## config.mk

```make
export PLATFORM = sky130hd
export DESIGN_NAME = monopix_rx_core
export DESIGN_NICKNAME = d
export VERILOG_FILES = /design/src/rtl/monopix_rx_core.sv
export SDC_FILE = /design/constraint.sdc
export NUM_CORES = 1
export LEC_CHECK = 0
export CELL_PAD_IN_SITES_DETAIL_PLACEMENT = 2
export CELL_PAD_IN_SITES_GLOBAL_PLACEMENT = 2
export CORE_ASPECT_RATIO = 1.2
export CORE_MARGIN = 1
export CORE_UTILIZATION = 48
export CTS_CLUSTER_SIZE = 40
export DETAILED_ROUTE_END_ITERATION = 8
export PLACE_DENSITY = 0.85
export SLEW_MARGIN = 25
export SYNTH_ARGS = -nofsm -noshare
export SYNTH_HDL_FRONTEND = slang
export SYNTH_SLANG_ARGS = --single-unit
```

## constraint.sdc

```tcl
create_clock -name CLK -period 4.55 [get_ports CLK]
set_clock_uncertainty 0.15 [all_clocks]
set_input_delay 0.6825 -clock CLK [delete_from_list [all_inputs] [get_ports CLK]]
set_output_delay 0.6825 -clock CLK [all_outputs]
set_load 0.005 [all_outputs]
```

## src/rtl/monopix_rx_core.sv

```systemverilog
// MONOPIX token readout controller: FREEZE/READ sequencing, serial hit deserialiser,
// and a first-word-fall-through hit FIFO with lost-hit accounting.
module monopix_rx_core #(
    parameter int         DATA_BITS  = 24,
    parameter int         FREEZE_DLY = 4,
    parameter int         READ_WIDTH = 2,
    parameter int         READ_GAP   = 2,
    parameter int         FIFO_DEPTH = 16,
    parameter logic [3:0] IDENTIFIER = 4'b0001
) (
    input  logic        CLK,
    input  logic        RST_B,
    input  logic        ENABLE,
    input  logic        TOKEN,
    input  logic        DATA,
    output logic        FREEZE,
    output logic        READ,
    input  logic        FIFO_READ,
    output logic        FIFO_EMPTY,
    output logic [31:0] FIFO_DATA,
    output logic [7:0]  LOST_CNT,
    output logic        BUSY
);

    // state    | meaning
    // IDLE     | waiting for synchronised TOKEN with ENABLE
    // FRZ      | FREEZE settling delay before the first read
    // RD       | READ strobe high for one hit
    // GAP      | READ low, waiting for chip data to appear
    // SHIFT    | sampling DATA, MSB first
    // STORE    | push hit word; loop to RD while TOKEN persists
    // UNFRZ    | FREEZE released for one cycle before IDLE
    localparam logic [2:0] ST_IDLE  = 3'd0;
    localparam logic [2:0] ST_FRZ   = 3'd1;
    localparam logic [2:0] ST_RD    = 3'd2;
    localparam logic [2:0] ST_GAP   = 3'd3;
    localparam logic [2:0] ST_SHIFT = 3'd4;
    localparam logic [2:0] ST_STORE = 3'd5;
    localparam logic [2:0] ST_UNFRZ = 3'd6;

    localparam int          AW    = $clog2(FIFO_DEPTH);
    localparam logic [27:0] DMASK = 28'((29'd1 << DATA_BITS) - 29'd1);

    logic [2:0]  state, state_nxt;
    logic [7:0]  cnt, cnt_nxt;
    logic        tok_meta, tok_s;
    logic [27:0] shreg;
    logic [31:0] word;
    logic [31:0] mem [FIFO_DEPTH];
    logic [AW:0] wr_ptr, rd_ptr;
    logic        empty, full, push_req, push, pop;
    logic [7:0]  lost_cnt;

    always_ff @(posedge CLK or negedge RST_B) begin
        if (!RST_B) begin
            tok_meta <= 1'b0;
            tok_s    <= 1'b0;
        end else begin
            tok_meta <= TOKEN;
            tok_s    <= tok_meta;
        end
    end

    // cnt is a down-counter loaded with (length - 1) on entry to each timed state
    always_comb begin
        state_nxt = state;
        cnt_nxt   = (cnt != 8'd0) ? cnt - 8'd1 : 8'd0;
        case (state)
            ST_IDLE: begin
                if (tok_s && ENABLE) begin
                    state_nxt = ST_FRZ;
                    cnt_nxt   = 8'(FREEZE_DLY - 1);
                end
            end
            ST_FRZ: begin
                if (cnt == 8'd0) begin
                    state_nxt = ST_RD;
                    cnt_nxt   = 8'(READ_WIDTH - 1);
                end
            end
            ST_RD: begin
                if (cnt == 8'd0) begin
                    if (READ_GAP == 0) begin
                        state_nxt = ST_SHIFT;
                        cnt_nxt   = 8'(DATA_BITS - 1);
                    end else begin
                        state_nxt = ST_GAP;
                        cnt_nxt   = 8'(READ_GAP - 1);
                    end
                end
            end
            ST_GAP: begin
                if (cnt == 8'd0) begin
                    state_nxt = ST_SHIFT;
                    cnt_nxt   = 8'(DATA_BITS - 1);
                end
            end
            ST_SHIFT: begin
                if (cnt == 8'd0) state_nxt = ST_STORE;
            end
            ST_STORE: begin
                if (tok_s) begin
                    state_nxt = ST_RD;
                    cnt_nxt   = 8'(READ_WIDTH - 1);
                end else begin
                    state_nxt = ST_UNFRZ;
                end
            end
            ST_UNFRZ: state_nxt = ST_IDLE;
            default:  state_nxt = ST_IDLE;
        endcase
    end

    always_ff @(posedge CLK or negedge RST_B) begin
        if (!RST_B) begin
            state <= ST_IDLE;
            cnt   <= 8'd0;
        end else begin
            state <= state_nxt;
            cnt   <= cnt_nxt;
        end
    end

    // Stale bits from earlier hits shift up past DATA_BITS and are masked off below
    always_ff @(posedge CLK or negedge RST_B) begin
        if (!RST_B) begin
            shreg <= 28'd0;
        end else if (state == ST_SHIFT) begin
            shreg <= {shreg[26:0], DATA};
        end
    end

    assign word = {IDENTIFIER, shreg & DMASK};

    assign empty    = (wr_ptr == rd_ptr);
    assign full     = (wr_ptr[AW] != rd_ptr[AW]) && (wr_ptr[AW-1:0] == rd_ptr[AW-1:0]);
    assign pop      = FIFO_READ && !empty;
    assign push_req = (state == ST_STORE);
    assign push     = push_req && (!full || pop);

    always_ff @(posedge CLK or negedge RST_B) begin
        if (!RST_B) begin
            wr_ptr   <= '0;
            rd_ptr   <= '0;
            lost_cnt <= 8'd0;
        end else begin
            if (push) wr_ptr <= wr_ptr + {{AW{1'b0}}, 1'b1};
            if (pop)  rd_ptr <= rd_ptr + {{AW{1'b0}}, 1'b1};
            if (push_req && full && !pop && lost_cnt != 8'hFF) lost_cnt <= lost_cnt + 8'd1;
        end
    end

    // When full with a pop, the write lands on the slot being read out this cycle
    always_ff @(posedge CLK) begin
        if (push) mem[wr_ptr[AW-1:0]] <= word;
    end

    assign FIFO_EMPTY = empty;
    assign FIFO_DATA  = empty ? 32'd0 : mem[rd_ptr[AW-1:0]];
    assign LOST_CNT   = lost_cnt;
    assign FREEZE     = (state == ST_FRZ) || (state == ST_RD) || (state == ST_GAP) ||
                        (state == ST_SHIFT) || (state == ST_STORE);
    assign READ       = (state == ST_RD);
    assign BUSY       = (state != ST_IDLE);

endmodule

```

### Placement by cell class, run 1

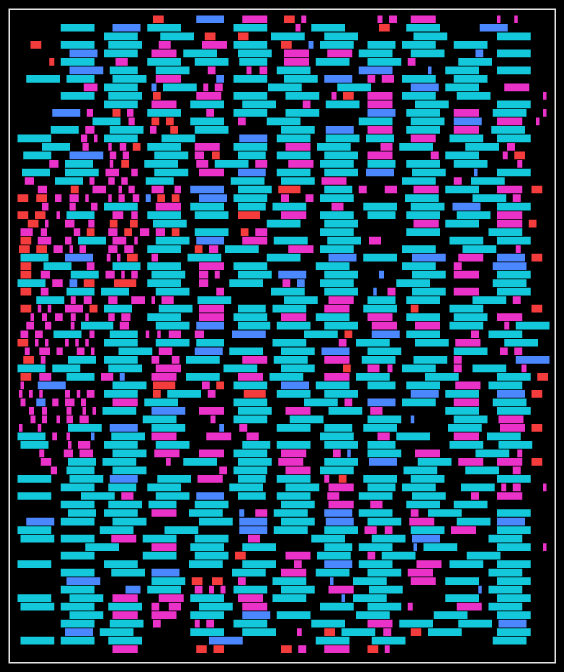
[remaining logic cells] magenta | cells: 341
[registers] cyan | cells: 439
[clock drivers and dummy loads] blue | cells: 79
[remaining buffers and delay cells] red | cells: 74
flop share of the area: 65.6%
Final Cell Area: 19700 um^2
CORE AREA: 34900 um^2
Site Rows: 75

### Clock wires, drivers and flops, run 1

Bar = 50 um.
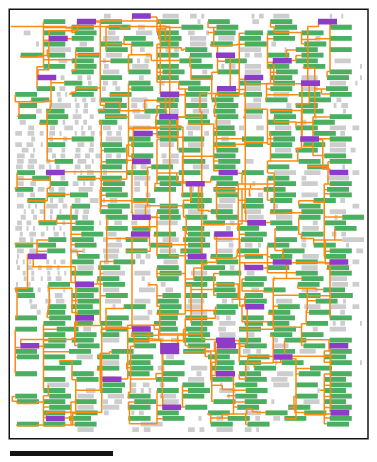
[flip-flops] green | count: 439
[clock wires] orange | length: 5640 um
[clock-net drivers] purple | count: 44
routed clock nets: 45
clk_lat worst skew: 0.55 ns
Clk pwr share: 48.2%
P_clk: 4.04 mW

==> flow_summary.toml, run 1 <==
# physical design summary
[global_route]
antenna_found_initial = 2
gr-usage-met2_pct = 47.5
grt_overflow = 0
globalRouteMet3Util_pct = 4.24
grtUsageMet1_pct = 35.7

[final_timing]
fin_crit_ns = 4.33
tightest_slew_ns = 1.00
rsz0062_at_grt = "false"

[pwr]
leakage_nw = 7.46
p_per_area_nw_per_um2 = 426
peakVddDrop_uv = 316

[worst_setup_path]
end_kind = "output port"
rr_worst_depth = 6
critPathSlowestCell = "inv_2"
critPathKind = "flip-flop to output port"
crit_required_ns = 3.72
reg2reg_slack_ns = 1.40
crit_family = "buffers and inverters"
cp_slowest_stage_delay_ns = 0.65
path_buffers = 2

[floorplanning]
die_h_um = 208
fp.dieW_um = 174

[detailed_routing]
vias = 8650
top_layer_used = "met4"

[clock_network]
path_clk_slew_ns = 0.06
clock_sinks = 439
cts_max_level = 2

[layout]
nNetsFinal = 913
diodes = 0
fillers = 2951
final_layout_size_suffix_gt1_share_pct = 25.2

[synth]
yosysWarnings = 0
synth-async-reset-ratio_pct = 12.5
top_cells_by_count = "edfxtp_1, mux4_2, dfrtp_1, a22oi_1, a21oi_1"
synthesis.area_um2 = 17000
most_common_cell = "edfxtp_1"
synth_cell_type_count = 42
synthTopCellsByArea = "edfxtp_1, mux4_2, dfrtp_1, a22oi_1, mux2_2"
edf_count = 384
top_area_share_pct = 67.7

[job]
openroad.warnings = 30

[outcome]
outcome = "complete, no violations"

[min_path]
min_to = "tok_s"
### The clock network, run 1

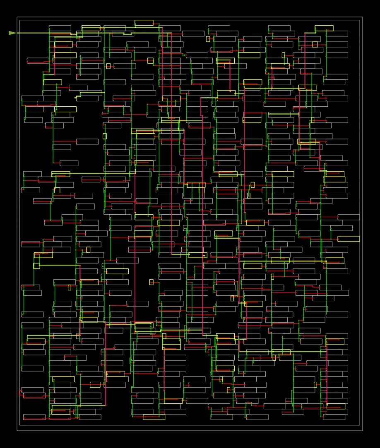
sequential cells: 439
CTS Buf Count: 44

==> run 1: power breakdown <==
| part | switching, mW | internal [mW] | leakage, nW |
|---|---|---|---|
| registers | 0.000529 | 4.32 | 5.20 |
| logic | 0.0152 | 0.00530 | 1.50 |
| clock network | 1.59 | 2.46 | 0.763 |
==> run 1: through the flow <==
stage | cell area (um^2) | std cells | total power, mW | setup WS, ns | util [%]
3_5_place_dp | 18100 | 1315 | 4.43 | 0.894 | 51.8
4_1_cts | 19700 | 1395 | 8.45 | 0.182 | 56.4
3_3_place_gp | 18100 | 1315 | 4.42 | 1.15 | 51.8
6_report | 19700 | 1395 | 8.38 | 0.217 | 56.4
2_1_floorplan | 17000 | 834 | 4.41 | 1.13 | -
5_1_grt | 19700 | 1395 | 8.56 | 0.0796 | 56.4
==> run 1: layout make-up <==
cell class                      instances  area, um^2  area share (%)
Clock buffer                           53        1170            5.93
Multi-Input combinational cell        335        3860            19.6
Tap cell                              462         578            2.94
Sequential cell                       439       12900            65.6
Inverter                                6        22.5           0.114
Timing Repair Buffer                   74         721            3.66
Clock inverter                         26         415            2.11
==> run 1: kinds of logic (layout without fill, tap and decap cells) <==
family | after synthesis | count (layout) | share of synthesized area (%)
flops | 439 | 439 | 75.8
simple gates | 79 | 79 | 2.48
mux | 125 | 125 | 14.6
fa+ha+maj | 7 | 7 | 0.514
compound gates | 95 | 95 | 3.65
buf+inv | 60 | 159 | 1.79
other cells | 1 | 7 | 0.0220
xor+xnor | 22 | 22 | 1.13
==> run 1: what timing repair did <==
action | 4_1_cts | 5_1_grt
hold endpoints to repair | 18 | 0
hold buffers | 1 | 0
endpoints found under the setup margin | 0 | 0
--- run 2 (diff from run 1) ---
Settings changed: CTS_CLUSTER_SIZE 40 to default.
==> flow_summary.toml, run 2 <==
# physical design summary
[synth]
synthTopCellsByArea = "edfxtp_1, mux4_2, dfrtp_1, a22oi_1, mux2_2"
ys_sh_xor_pct = 1.13
ys_cells = 828
yosysWarnings = 0
aoi_share_pct = 3.65
synth-async-reset-ratio_pct = 12.5
ys_seq_share_pct = 75.8
top_area_share_pct = 67.7
simple_gate_area_share_pct = 2.48
syn_area_per_cell_um2 = 20.6
topCombFamilyByArea = "multiplexers"
top_cells_by_count = "edfxtp_1, mux4_2, dfrtp_1, a22oi_1, a21oi_1"
edf_count = 384
synthesis.area_um2 = 17000
mux_share_pct = 14.6
synth_cell_type_count = 42
most_common_cell = "edfxtp_1"
synthAdderAreaFrac_pct = 0.514
postSynthCellCount = 828

[worst_setup_path]
start_kind = "flip-flop"
crit_fanout = 28
crit_required_ns = 3.72
reg2reg_slack_ns = 1.47
crit_path_start = "rd_ptr[0]"
crit_chain = "xor2_1 -> nor4_2 -> nand2_1 -> inv_2 -> a21oi_1 -> clkdlybuf4s50_1"
critPathSlowestCell = "inv_2"
rr_worst_depth = 6
cp_slowest_stage_delay_ns = 0.61
end_kind = "output port"
critPathKind = "flip-flop to output port"

[final_timing]
fin_crit_ns = 4.25
rsz0062_at_grt = "false"
hold-worst-slack_ns = 0.204
tightest_slew_ns = 0.991
clock.fmax_ghz = 0.235
slew_headroom_pct = 33.6
timing.final.crit_share_pct = 93.4
tns_ns = 0

[layout]
nNetsFinal = 913
fillers = 2955
final_layout_size_suffix_gt1_share_pct = 24.8
largest_register_ffs = 384
area_growth_pct = 15.2
diodes = 0

[pwr]
peakVddDrop_uv = 278
p_per_area_nw_per_um2 = 420
leakage_nw = 7.42

[global_route]
antenna_found_initial = 3
gr-usage-met2_pct = 46.9
globalRouteMet3Util_pct = 4.33
grt_max_degree = 100
grtUsageMet1_pct = 37.1
busiest_layer = "met2"
grt_use_total_pct = 27.8
grt_overflow = 0

[job]
cap_violations = 0
openroad.warnings = 31

[clock_network]
ctsHoldBuffers = 1
cts_buffers = 44
clk_latency_ns = 0.55
ctsLongestPathBuffers = 3
clockRootBuffer = "clkbuf_16"
post-cts-setup-buffer-count = 0
clock_sinks = 439
cts_max_level = 2
path_clk_slew_ns = 0.06
cts_tree = "built"

[detailed_routing]
wire_per_inst_um = 34.5
drc_errors = 0
vias = 8801
top_layer_used = "met4"

[placed_design]
hpwl_mm = 26.5
globalplace.congestion = 0.710

[floorplanning]
ios = 50
num_rows = 75
die_h_um = 208
fp_util_pct = 48.8
core-area_um2 = 34900
fp.dieW_um = 174

[outcome]
outcome = "complete, no violations"

[min_path]
min_to = "tok_s"
min_path_type = "flip-flop to flip-flop"
## run 2: critical path, delay by kind of cell (launching register included)
| family | cells | cell delay (ns) |
|---|---|---|
| buf+inv | 2 | 1.13 |
| simple gates | 2 | 0.70 |
| compound gates | 1 | 0.22 |
| xor+xnor | 1 | 0.22 |
| flops | 1 | 0.59 |
## run 2: cell type report
class	instances	area [um^2]	share of cell area, %
clock buffer	53	1160	5.90
clock inverter	26	358	1.83
inverter	6	22.5	0.115
multi-input combinational	335	3860	19.7
sequential	439	12900	65.9
tap	462	578	2.95
timing repair buffer	74	721	3.68
## run 2: power by group
group / internal [mW] / leakage (nW) / switching (mW)
clock network: 2.32 / 0.729 / 1.58
logic: 0.00530 / 1.50 / 0.0150
registers: 4.32 / 5.20 / 0.000546
total: 6.65 / 7.42 / 1.59
## run 2: cells by family (layout without fill, tap and decap cells)
| group | count (synthesis) | in the layout |
|---|---|---|
| muxes | 125 | 125 |
| other | 1 | 7 |
| DFF | 439 | 439 |
| buffers and inverters | 60 | 159 |
| and+or+nand+nor | 79 | 79 |
| adders and majority gates | 7 | 7 |
| xor gates and xnor gates | 22 | 22 |
| AOI/OAI and AO/OA | 95 | 95 |
## run 2: through the flow
| stage | total power, mW | cell area [um^2] | utilization (%) | setup WS [ns] | instances |
|---|---|---|---|---|---|
| 5_1_grt | 8.41 | 19600 | 56.2 | 0.236 | 1395 |
| 3_3_place_gp | 4.42 | 18100 | 51.8 | 1.15 | 1315 |
| 3_5_place_dp | 4.43 | 18100 | 51.8 | 0.894 | 1315 |
| 4_1_cts | 8.30 | 19600 | 56.2 | 0.281 | 1395 |
| 6_report | 8.24 | 19600 | 56.2 | 0.301 | 1395 |
| 2_1_floorplan | 4.41 | 17000 | - | 1.13 | 834 |
### Logic cells by family, run 2

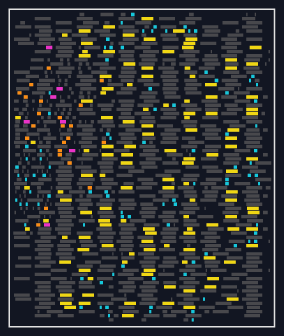
[aoi and oai cells] cyan | cells: 91 | most used: a22oi_1 | where: all over the die
[xor and xnor cells] orange | cells: 22 | most used: xnor2_1
[mux cells] yellow | cells: 125 | most used: mux4_2
[fa/ha/maj cells] magenta | cells: 7 | most used: ha_1
combinational share of cell area: 19.7%
Commonest Layout Cell: edfxtp_1
Post-Layout Cell Count: 1395

### Clock wires, drivers and flops, run 2

Bar = 50 um.
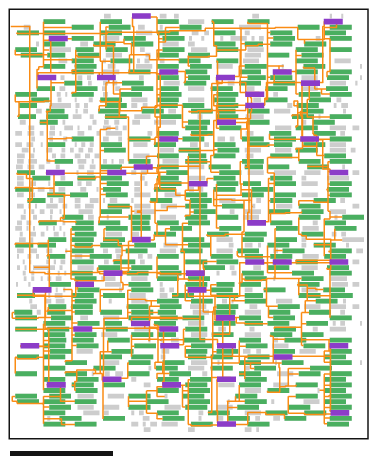
[clock wires] orange | length: 5650 um
[clock-net drivers] purple | count: 44
[flip-flops] green | count: 439
flops lie: all over the die
P_clk: 3.90 mW
Clk pwr share: 47.3%

No activity file was given, so power comes from the tool's default toggle rates.
